<file path="src/rtl/alu_pkg.sv">
// Shared definitions for the ALU result path: op codes, flag bit positions
// and the per-code masks that decide which flags an operation may raise.
package alu_pkg;

  localparam int unsigned CODE_W = 3;
  localparam int unsigned FLAG_W = 4;
  localparam int unsigned STAT_W = 16;

  localparam logic [CODE_W-1:0] OP_SADD = 3'b000;
  localparam logic [CODE_W-1:0] OP_UADD = 3'b001;
  localparam logic [CODE_W-1:0] OP_SSUB = 3'b010;
  localparam logic [CODE_W-1:0] OP_USUB = 3'b011;
  localparam logic [CODE_W-1:0] OP_SINC = 3'b100;
  localparam logic [CODE_W-1:0] OP_SDEC = 3'b101;

  localparam int unsigned FLAG_N = 3;
  localparam int unsigned FLAG_Z = 2;
  localparam int unsigned FLAG_V = 1;
  localparam int unsigned FLAG_C = 0;

  // Signed ops report overflow, unsigned ops report carry/borrow.
  localparam logic [7:0] V_VALID_MASK = (8'(1) << OP_SADD) | (8'(1) << OP_SSUB) |
                                        (8'(1) << OP_SINC) | (8'(1) << OP_SDEC);
  localparam logic [7:0] C_VALID_MASK = (8'(1) << OP_UADD) | (8'(1) << OP_USUB);

  typedef struct packed {
    logic [FLAG_W-1:0] flags;
    logic              err;
  } entry_meta_t;

  function automatic logic code_in_mask(input logic [7:0] mask, input logic [CODE_W-1:0] code);
    return mask[code];
  endfunction

endpackage

</file>
<file path="src/rtl/alu_result_stage_if.sv">
// Upstream/downstream valid-ready bus of the ALU result stage.
interface alu_result_stage_if #(
  parameter int unsigned WIDTH = 16
);
  import alu_pkg::*;

  logic              in_valid;
  logic              in_ready;
  logic [WIDTH-1:0]  in_c;
  logic              in_vout;
  logic              in_cout;
  logic [CODE_W-1:0] in_code;
  logic              out_valid;
  logic              out_ready;
  logic [WIDTH-1:0]  out_data;
  logic [FLAG_W-1:0] out_flags;
  logic              out_err;

  modport master (
    output in_valid, in_c, in_vout, in_cout, in_code, out_ready,
    input  in_ready, out_valid, out_data, out_flags, out_err
  );

  modport slave (
    input  in_valid, in_c, in_vout, in_cout, in_code, out_ready,
    output in_ready, out_valid, out_data, out_flags, out_err
  );

endinterface

</file>
<file path="src/rtl/alu_flag_gen.sv">
// Combinational {N,Z,V,C} and illegal-code derivation for one ALU result.
module alu_flag_gen
  import alu_pkg::*;
#(
  parameter int unsigned WIDTH = 16
) (
  input  logic [WIDTH-1:0]  in_c,
  input  logic              in_vout,
  input  logic              in_cout,
  input  logic [CODE_W-1:0] in_code,
  output entry_meta_t       meta_c
);

  // AND with the mask bit so an X on a masked-off vout/cout resolves to 0.
  always_comb begin
    meta_c         = '0;
    meta_c.flags[FLAG_N] = in_c[WIDTH-1];
    meta_c.flags[FLAG_Z] = (in_c == '0);
    meta_c.flags[FLAG_V] = code_in_mask(V_VALID_MASK, in_code) & in_vout;
    meta_c.flags[FLAG_C] = code_in_mask(C_VALID_MASK, in_code) & in_cout;
    meta_c.err           = in_code[2] & in_code[1];
  end

endmodule

</file>
<file path="src/rtl/alu_result_stage.sv">
// Registered 2-entry skid buffer behind the 16-bit ALU with flag derivation
// and sticky overflow. Optional pop counter enabled by RESULT_STAT_COUNT_EN.
module alu_result_stage
  import alu_pkg::*;
#(
  parameter int unsigned WIDTH = 16,
  parameter int unsigned DEPTH = 2
) (
  input  logic               clk,
  input  logic               rst_n,
  alu_result_stage_if.slave  bus,
  input  logic               clr_sticky,
  output logic               ovf_sticky
`ifdef RESULT_STAT_COUNT_EN
  ,
  output logic [STAT_W-1:0]  op_count
`endif
);

  localparam int unsigned CNT_W = $clog2(DEPTH + 1);

  entry_meta_t      new_meta_c;
  logic [WIDTH-1:0] head_data, head_data_n;
  entry_meta_t      head_meta, head_meta_n;
  logic             head_valid, head_valid_n;
  logic [WIDTH-1:0] skid_data, skid_data_n;
  entry_meta_t      skid_meta, skid_meta_n;
  logic             skid_valid, skid_valid_n;
  logic             in_ready_q, in_ready_n;
  logic             sticky_n;
  logic             push_c, pop_c;
  logic [CNT_W-1:0] count_n;

  alu_flag_gen #(.WIDTH(WIDTH)) u_flag_gen (
    .in_c    (bus.in_c),
    .in_vout (bus.in_vout),
    .in_cout (bus.in_cout),
    .in_code (bus.in_code),
    .meta_c  (new_meta_c)
  );

  assign push_c = bus.in_valid & in_ready_q;
  assign pop_c  = head_valid & bus.out_ready;

  // Head register feeds out_* directly; skid register holds the second entry.
  always_comb begin
    head_data_n  = head_data;
    head_meta_n  = head_meta;
    head_valid_n = head_valid;
    skid_data_n  = skid_data;
    skid_meta_n  = skid_meta;
    skid_valid_n = skid_valid;

    if (!head_valid) begin
      if (push_c) begin
        head_data_n  = bus.in_c;
        head_meta_n  = new_meta_c;
        head_valid_n = 1'b1;
      end
    end else if (skid_valid) begin
      if (pop_c) begin
        head_data_n  = skid_data;
        head_meta_n  = skid_meta;
        skid_valid_n = 1'b0;
      end
    end else begin
      if (push_c && pop_c) begin
        head_data_n  = bus.in_c;
        head_meta_n  = new_meta_c;
      end else if (push_c) begin
        skid_data_n  = bus.in_c;
        skid_meta_n  = new_meta_c;
        skid_valid_n = 1'b1;
      end else if (pop_c) begin
        head_valid_n = 1'b0;
      end
    end

    count_n    = CNT_W'(head_valid_n) + CNT_W'(skid_valid_n);
    in_ready_n = (count_n != CNT_W'(DEPTH));
  end

  // A set from an accepted V=1 entry takes priority over a clear.
  always_comb begin
    sticky_n = ovf_sticky;
    if (clr_sticky)                          sticky_n = 1'b0;
    if (push_c && new_meta_c.flags[FLAG_V])  sticky_n = 1'b1;
  end

  always_ff @(posedge clk) begin
    if (!rst_n) begin
      head_data  <= '0;
      head_meta  <= '0;
      head_valid <= 1'b0;
      skid_data  <= '0;
      skid_meta  <= '0;
      skid_valid <= 1'b0;
      in_ready_q <= 1'b0;
      ovf_sticky <= 1'b0;
    end else begin
      head_data  <= head_data_n;
      head_meta  <= head_meta_n;
      head_valid <= head_valid_n;
      skid_data  <= skid_data_n;
      skid_meta  <= skid_meta_n;
      skid_valid <= skid_valid_n;
      in_ready_q <= in_ready_n;
      ovf_sticky <= sticky_n;
    end
  end

  assign bus.in_ready  = in_ready_q;
  assign bus.out_valid = head_valid;
  assign bus.out_data  = head_data;
  assign bus.out_flags = head_meta.flags;
  assign bus.out_err   = head_meta.err;

`ifdef RESULT_STAT_COUNT_EN
  // Saturating pop counter; a clear coinciding with a pop restarts at 1.
  always_ff @(posedge clk) begin
    if (!rst_n) begin
      op_count <= '0;
    end else if (clr_sticky) begin
      op_count <= STAT_W'(pop_c);
    end else if (pop_c && (op_count != '1)) begin
      op_count <= op_count + STAT_W'(1);
    end
  end
`endif

endmodule

</file>
<file path="src/flat_wrapper.sv">
// flat-port wrapper written by rule: the top's interface ports become plain ports
module alu_result_stage_flat import alu_pkg::*;
#(
  parameter int unsigned WIDTH = 16,
  parameter int unsigned DEPTH = 2
)
  (clk, rst_n, clr_sticky, ovf_sticky, bus_in_valid, bus_in_c, bus_in_vout, bus_in_cout, bus_in_code, bus_out_ready, bus_in_ready, bus_out_valid, bus_out_data, bus_out_flags, bus_out_err);
  alu_result_stage_if #(.WIDTH(WIDTH)) bus_i ();
  input  logic clk;
  input  logic rst_n;
  input  logic clr_sticky;
  output logic ovf_sticky;
  input wire logic [$bits(bus_i.in_valid)-1:0] bus_in_valid;
  input wire logic [$bits(bus_i.in_c)-1:0] bus_in_c;
  input wire logic [$bits(bus_i.in_vout)-1:0] bus_in_vout;
  input wire logic [$bits(bus_i.in_cout)-1:0] bus_in_cout;
  input wire logic [$bits(bus_i.in_code)-1:0] bus_in_code;
  input wire logic [$bits(bus_i.out_ready)-1:0] bus_out_ready;
  output wire logic [$bits(bus_i.in_ready)-1:0] bus_in_ready;
  output wire logic [$bits(bus_i.out_valid)-1:0] bus_out_valid;
  output wire logic [$bits(bus_i.out_data)-1:0] bus_out_data;
  output wire logic [$bits(bus_i.out_flags)-1:0] bus_out_flags;
  output wire logic [$bits(bus_i.out_err)-1:0] bus_out_err;
  assign bus_i.in_valid = bus_in_valid;
  assign bus_i.in_c = bus_in_c;
  assign bus_i.in_vout = bus_in_vout;
  assign bus_i.in_cout = bus_in_cout;
  assign bus_i.in_code = bus_in_code;
  assign bus_i.out_ready = bus_out_ready;
  assign bus_in_ready = bus_i.in_ready;
  assign bus_out_valid = bus_i.out_valid;
  assign bus_out_data = bus_i.out_data;
  assign bus_out_flags = bus_i.out_flags;
  assign bus_out_err = bus_i.out_err;
  alu_result_stage #(.WIDTH(WIDTH), .DEPTH(DEPTH)) u_core (.clk(clk), .rst_n(rst_n), .bus(bus_i), .clr_sticky(clr_sticky), .ovf_sticky(ovf_sticky));
endmodule
</file>
<file path="config.mk">
export PLATFORM = sky130hd
export DESIGN_NAME = alu_result_stage_flat
export DESIGN_NICKNAME = d
export VERILOG_FILES = /design/src/rtl/alu_pkg.sv /design/src/rtl/alu_result_stage_if.sv /design/src/rtl/alu_flag_gen.sv /design/src/rtl/alu_result_stage.sv /design/src/flat_wrapper.sv
export SDC_FILE = /design/constraint.sdc
export NUM_CORES = 1
export LEC_CHECK = 0
export CAP_MARGIN = 10
export CORE_MARGIN = 4
export CORE_UTILIZATION = 43
export CTS_CLUSTER_DIAMETER = 80
export DETAILED_ROUTE_END_ITERATION = 6
export GPL_TIMING_DRIVEN = 0
export PLACE_DENSITY_LB_ADDON = 0.08
export RECOVER_POWER = 25
export SLEW_MARGIN = 20
export SYNTH_ARGS = -nofsm -noshare
export SYNTH_HDL_FRONTEND = slang
export SYNTH_SLANG_ARGS = --single-unit
</file>
<file path="constraint.sdc">
create_clock -name clk -period 1.3 [get_ports clk]
set_clock_uncertainty 0.05 [all_clocks]
set_input_delay 0.26 -clock clk [delete_from_list [all_inputs] [get_ports clk]]
set_output_delay 0.26 -clock clk [all_outputs]
set_load 0.01 [all_outputs]
</file>
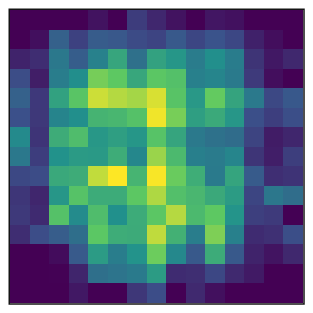
*Wiring heat map, run 1*
Scale: 4 px per um. 15 x 15 tiles, from dark purple (low) to yellow (high), scaled to the fullest tile. Values are wire area over tile area, all layers added.
- mean over tiles: 0.19
- tiles over half the peak: 34%
- fullest tile: 0.52
- nearly empty tiles: 13%
- densest ninth of the die: middle
routed vias: 1987
Tot GR Track Use: 22.89%

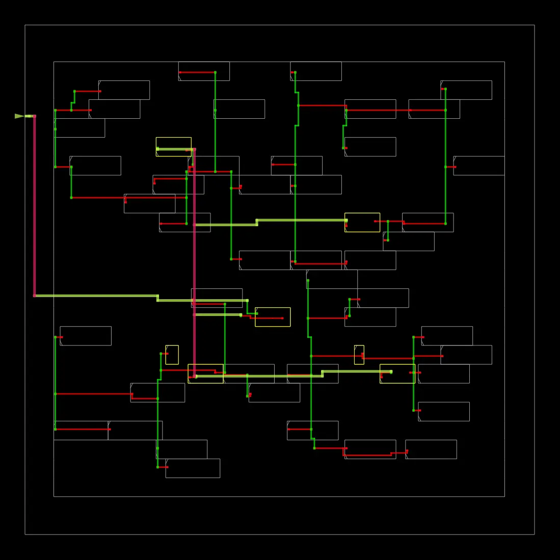
*Clock wiring as the flow saved it, run 1*
clk pwr: 0.824 mW
worst-skew pair later-pin latency: 0.30 ns
clock buffer instance count of the final layout: 6
number of sequential cells: 44

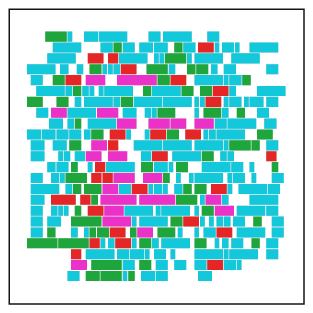
*Drive-strength map, run 1*
Scale: 4 px per um.
- magenta: x6 and larger (cells 22; share 7.3%)
- green: x2 (cells 61; share 20%)
- red: x3 and x4 (cells 29; share 9.7%)
- cyan: x1 and smaller (cells 188; share 63%)
post-route design area: 0.003019 mm^2
Non-clock buffers: 84

==> notes.md, run 1 <==
Implementation results. The run finished, with violations left. The checks that failed: negative setup slack. Before antenna repair, the detailed router went through 4 iterations. The die is 73.29 um tall.

Hold is met by approximately 0.29 ns. From synthesis to final layout, the design area changed by 64.71%. Cell area power density landed at 923.2 mW/mm^2. Number of clock buffers inserted by TritonCTS landed at 5. Among cell families on the critical path, the largest total delay comes from buffers and inverters. In the final timing run, aggregate negative setup slack is -4.947 ns. Peak supply drop landed at 0.5454 mV. The H-tree was split into 2 levels. Counting along the longest clock path gives a buffer depth of 2. Final worst slack landed at -0.2128 ns. Number of buffer cells added on primary ports landed at approximately 49. Number of buffers added to fix hold violations after cts landed at 0. According to the hold report, the worst path is of the in -> reg type. The report lists the number of standard-cell rows as 23. Floorplan core area landed at 0.004058 mm^2.

Data on the critical path is required at its endpoint by 1.45 ns. For reference, the critical path is launched at u_core.bus.out_valid. Number of vias per cell after detailed routing landed at 5.677. Per the synth log, the flip-flop and latch total comes to 44. Final cell count without fillers landed at 350. Post-route fraction of the period consumed by the critical path landed at 116.4%. RePlAce ended its routability-driven mode at a weighted congestion of 0.7600.

The routed layout reports a DRC error count of 0. Summing every instance area after synthesis gives 0.001833 mm^2. For reference, the top cells by area after synthesis are dfxtp_1 (48%), nand2_1 (11%), a311oi_1 (8.1%). Pin count of the biggest net entering global routing landed at 13. The area taken by sequential standard cells is reported as 885.9 um^2.

Largest driver fanout on the critical path landed at 6. For this run, the final setup violation count is recorded as 40. The synthesis report lists the Yosys warning total as 0.
[run 1: worst register-to-register path: stages, from the launching register on]
cell and delay, ns:
dfxtp_2 0.33, buf_6 0.13, buf_6 0.11, a22oi_2 0.16
buf_6 0.18, buf_8 0.14, mux2i_1 0.09, a31o_2 0.22
[run 1: final timing paths]
path / to / slack, ns / cells after the start
hold / removal: u_core.skid_data[15] / 0.29 / 3
setup reg to reg: u_core.bus.out_flags[2] / -0.21 / 7
hold reg to reg: u_core.skid_meta[1] / 0.42 / 2
setup / recovery: u_core.bus.out_flags[2] / -0.21 / 7
[run 1: metrics by stage]
| step | setup WS, ns | power [mW] | area [um^2] |
|---|---|---|---|
| 2_1_floorplan | -0.1664 | 1.649 | 1859 |
| 5_1_grt | -0.2566 | 2.897 | 3019 |
| 3_3_place_gp | -0.8153 | 1.895 | 2412 |
| 4_1_cts | -0.1664 | 2.743 | 2794 |
| 6_report | -0.2128 | 2.787 | 3019 |
| 3_5_place_dp | -0.8476 | 1.899 | 2412 |
[run 1: timing repair]
| action | in CTS | in global routing |
|---|---|---|
| gates cloned | 3 | 1 |
| gates resized | 109 | 57 |
| endpoints found under the hold margin | 0 | 0 |
| pin swaps | 41 | 22 |
| buffers inserted | 9 | 4 |
| endpoints found under the setup margin | 66 | 45 |
[run 1: registers in the layout, indices dropped and copies added (netlist names)]
signal / flops
u_core.bus.out_data: 16
u_core.skid_data: 16
u_core.skid_meta: 4
u_core.ovf_sticky: 1
u_core.bus.in_ready: 1
u_core.bus.out_flags: 3
u_core.skid_valid: 1
u_core.bus.out_valid: 1
u_core.bus.out_err: 1
[run 1: layout make-up]
class                      instances  area share (%)
buffer                            19           6.009
clock buffer                       6           2.404
clock inverter                     1          0.1658
inverter                           4          0.4973
multi-input combinational        161           38.42
sequential                        44           29.34
tap                               50           2.072
timing repair buffer              65           21.09
[run 1: report_power, final]
part	leakage (nW)	internal, mW	total [mW]	switching (mW)
clock	0.0410	0.366	0.824	0.458
combinational	0.776	0.258	0.523	0.264
sequential	0.360	1.40	1.44	0.0370
[run 1: per-layer routing]
metal / up-vias / share of wire (%) / GRT usage [%]
met5: - / 0 / 0
met4: 0 / 1.8 / 7.847
met3: 10 / 6.5 / 5.609
met2: 70 / 49 / 37.74
met1: 962 / 42 / 29.22
li1: 945 / - / -
[run 1: cell families (layout without fill, tap and decap cells)]
family                 count (synthesis)  in the layout  share of synthesized area [%]
muxes                                  2              2                          1.092
AOI/OAI and AO/OA                     50             50                          18.63
and+or+nand+nor                      109            109                          26.08
buffers and inverters                 24             95                          6.143
DFF                                   44             44                          48.05
[run 1: cell usage after synthesis (2+ instances only)]
cell / instances
nand4_1: 2
buf_1: 2
a311oi_1: 17
buf_2: 3
nor4_1: 3
inv_1: 4
nand2_1: 56
nand4b_1: 2
mux2i_1: 2
o21ai_0: 3
a21o_1: 2
nand3_1: 21
dfxtp_1: 44
a21oi_1: 22
clkbuf_1: 11
buf_4: 3
nor2_1: 19
==> run 2: changes to the inputs <==
--- a/config.mk
+++ b/config.mk
@@ -5,15 +5,16 @@
 export SDC_FILE = /design/constraint.sdc
 export NUM_CORES = 1
 export LEC_CHECK = 0
+export ABC_AREA = 1
 export CAP_MARGIN = 10
 export CORE_MARGIN = 4
-export CORE_UTILIZATION = 43
+export CORE_UTILIZATION = 51
 export CTS_CLUSTER_DIAMETER = 80
 export DETAILED_ROUTE_END_ITERATION = 6
+export DONT_BUFFER_PORTS = 1
 export GPL_TIMING_DRIVEN = 0
 export PLACE_DENSITY_LB_ADDON = 0.08
 export RECOVER_POWER = 25
-export SLEW_MARGIN = 20
 export SYNTH_ARGS = -nofsm -noshare
 export SYNTH_HDL_FRONTEND = slang
 export SYNTH_SLANG_ARGS = --single-unit
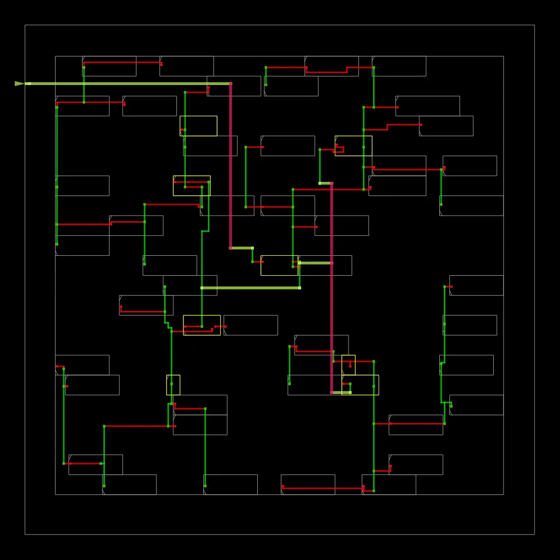
*Clock wiring as the flow saved it, run 2*
clk pwr: 0.873 mW
worst-skew pair later-pin latency: 0.29 ns

==> run 2 against run 1 <==
The run now ends clean. Via count decreased by 16%. Die area decreased by 10%. Final cell count decreased by 6.3%. Clock power increased by 5.9%. Critical path depth unchanged. Combinational power decreased by about 60%. Non-clock buffer count decreased by 67. Fmax increased by 24%. Critical endpoint is now u_core.bus.in_ready.
==> notes.md, run 2 <==
Implementation results. The run finished with clean final reports. For this design the total switching power over the nets is 0.6235 mW. Yosys reported a register bit count of 44. Adding up every negative setup slack in the final design gives 0 ns. The critical path endpoint has a required time of 1.42 ns. Sorting the synthesis cell report by count puts at the top nand2_1.

Number of buffers added to fix hold violations after cts landed at 0. The last timing report of the flow puts the setup violation total at 0. Worst-case clock buffer depth landed at 2. Final weighted congestion in routability-driven placement landed at ~0.79. Post-CTS setup buffer count landed at 0. Across the VDD grid, the largest voltage drop is 0.6457 mV.

Detailed routing inserted a total of 1661 vias. Number of buffer cells added on primary ports landed at 0. Largest driver fanout on the critical path landed at 10.

Cell area power density landed at 1191 mW/mm^2. In this run the layout overhead on the synthesized area is reported as 9.650%. Hold is met by 0.04142 ns. Entering global routing, the biggest net connects 14 pins. Total power landed at ~2.5 mW.

Dividing the final minimum period by the clock period gives 93.90%. According to the floorplan report, the placeable core area is 0.003661 mm^2. Summing every instance area after synthesis gives 0.001932 mm^2. Number of vias per cell after detailed routing landed at just over 5. Number of warnings issued by yosys landed at 0.

Total global-route track usage landed at 19.55%. The min-delay analysis places its worst path in the category in -> reg. Before antenna repair, the detailed router went through 4 iterations. Final cell count without fillers landed at 328. The share of total power dissipated in sequential elements is 57.1%. After detailed routing, the number of remaining DRC violations is 0.

Switching share of total power landed at 24.71%. Design internal power landed at 1.900 mW. Number of clock buffers inserted by TritonCTS landed at 5. Ranked by total cell area, the synthesized netlist is headed by dfxtp_1 (46%), nand2_1 (16%), a21oi_1 (8.5%). The synthesis run shows the most used standard cells to be nand2_1 (84), dfxtp_1 (44), nor2_1 (37), a21oi_1 (33), o21ai_0 (21). Clock share of power landed at around 35%.
-- run 2: critical path: cells and delay by family (launching register included) --
family / cells / cell delay, ns
buffers and inverters: 2 / 0.29
AOI/OAI and AO/OA: 1 / 0.06
DFF: 1 / 0.37
and+or+nand+nor: 4 / 0.33
-- run 2: layer usage --
metal  share of wire [%]  up-vias  global-route usage (%)  wire, um
li1                    -      872                       -         -
met1                  47      737                   25.61      2113
met2                  44       47                   29.56      1937
met3                 7.8        5                   7.391       349
met4                 1.1        0                   6.508        51
met5                   0        -                       0         0
-- run 2: path summary, 6_finish.rpt --
kind,slack [ns],depth (start not counted),endpoint,start
worst max-delay path,0.08,7,u_core.bus.in_ready,u_core.bus.in_ready
worst min-delay path,0.04,2,u_core.skid_data[4],rst_n
worst max register to register,0.08,7,u_core.bus.in_ready,u_core.bus.in_ready
worst min register to register,0.43,2,u_core.skid_data[4],u_core.skid_data[4]
-- run 2: cell families after synthesis --
| kind of cell | synth area share [%] |
|---|---|
| flip-flops | 45.60 |
| AND/OR/NAND/NOR | 25.58 |
| buffers and inverters | 10.10 |
| AND-OR/OR-AND | 18.72 |
-- run 2: area by class of cell --
cell class                 instances  area (um^2)  share of cell area (%)
tap                               48        60.06                   2.835
multi-input combinational        194        868.3                   40.99
clock inverter                     2        10.01                  0.4725
inverter                          17        63.81                   3.012
clock buffer                       6        82.58                   3.898
buffer                            17        143.9                   6.793
sequential                        44        889.6                   42.00
-- run 2: what timing repair did --
action                                  CTS  global route
hold endpoints to repair                  0             0
endpoints found under the setup margin   37            22
resized                                   3            12
-- run 2: power groups by stage --
stage	clock network, mW	registers (mW)	logic (mW)
2_1_floorplan	0	1.47	0.166
3_3_place_gp	0	1.47	0.204
3_5_place_dp	0	1.48	0.206
4_1_cts	0.902	1.44	0.208
5_1_grt	0.970	1.45	0.243
6_report	0.873	1.44	0.208
-- run 2: metrics by stage --
| step | area (um^2) | worst slack (ns) |
|---|---|---|
| 3_3_place_gp | 1992 | -0.02314 |
| 2_1_floorplan | 1932 | 0.08417 |
| 5_1_grt | 2118 | -0.001951 |
| 4_1_cts | 2090 | 0.03389 |
| 6_report | 2118 | 0.07931 |
| 3_5_place_dp | 1992 | -0.05113 |
Power figures rest on the tool's default switching activity, not on a simulated workload.
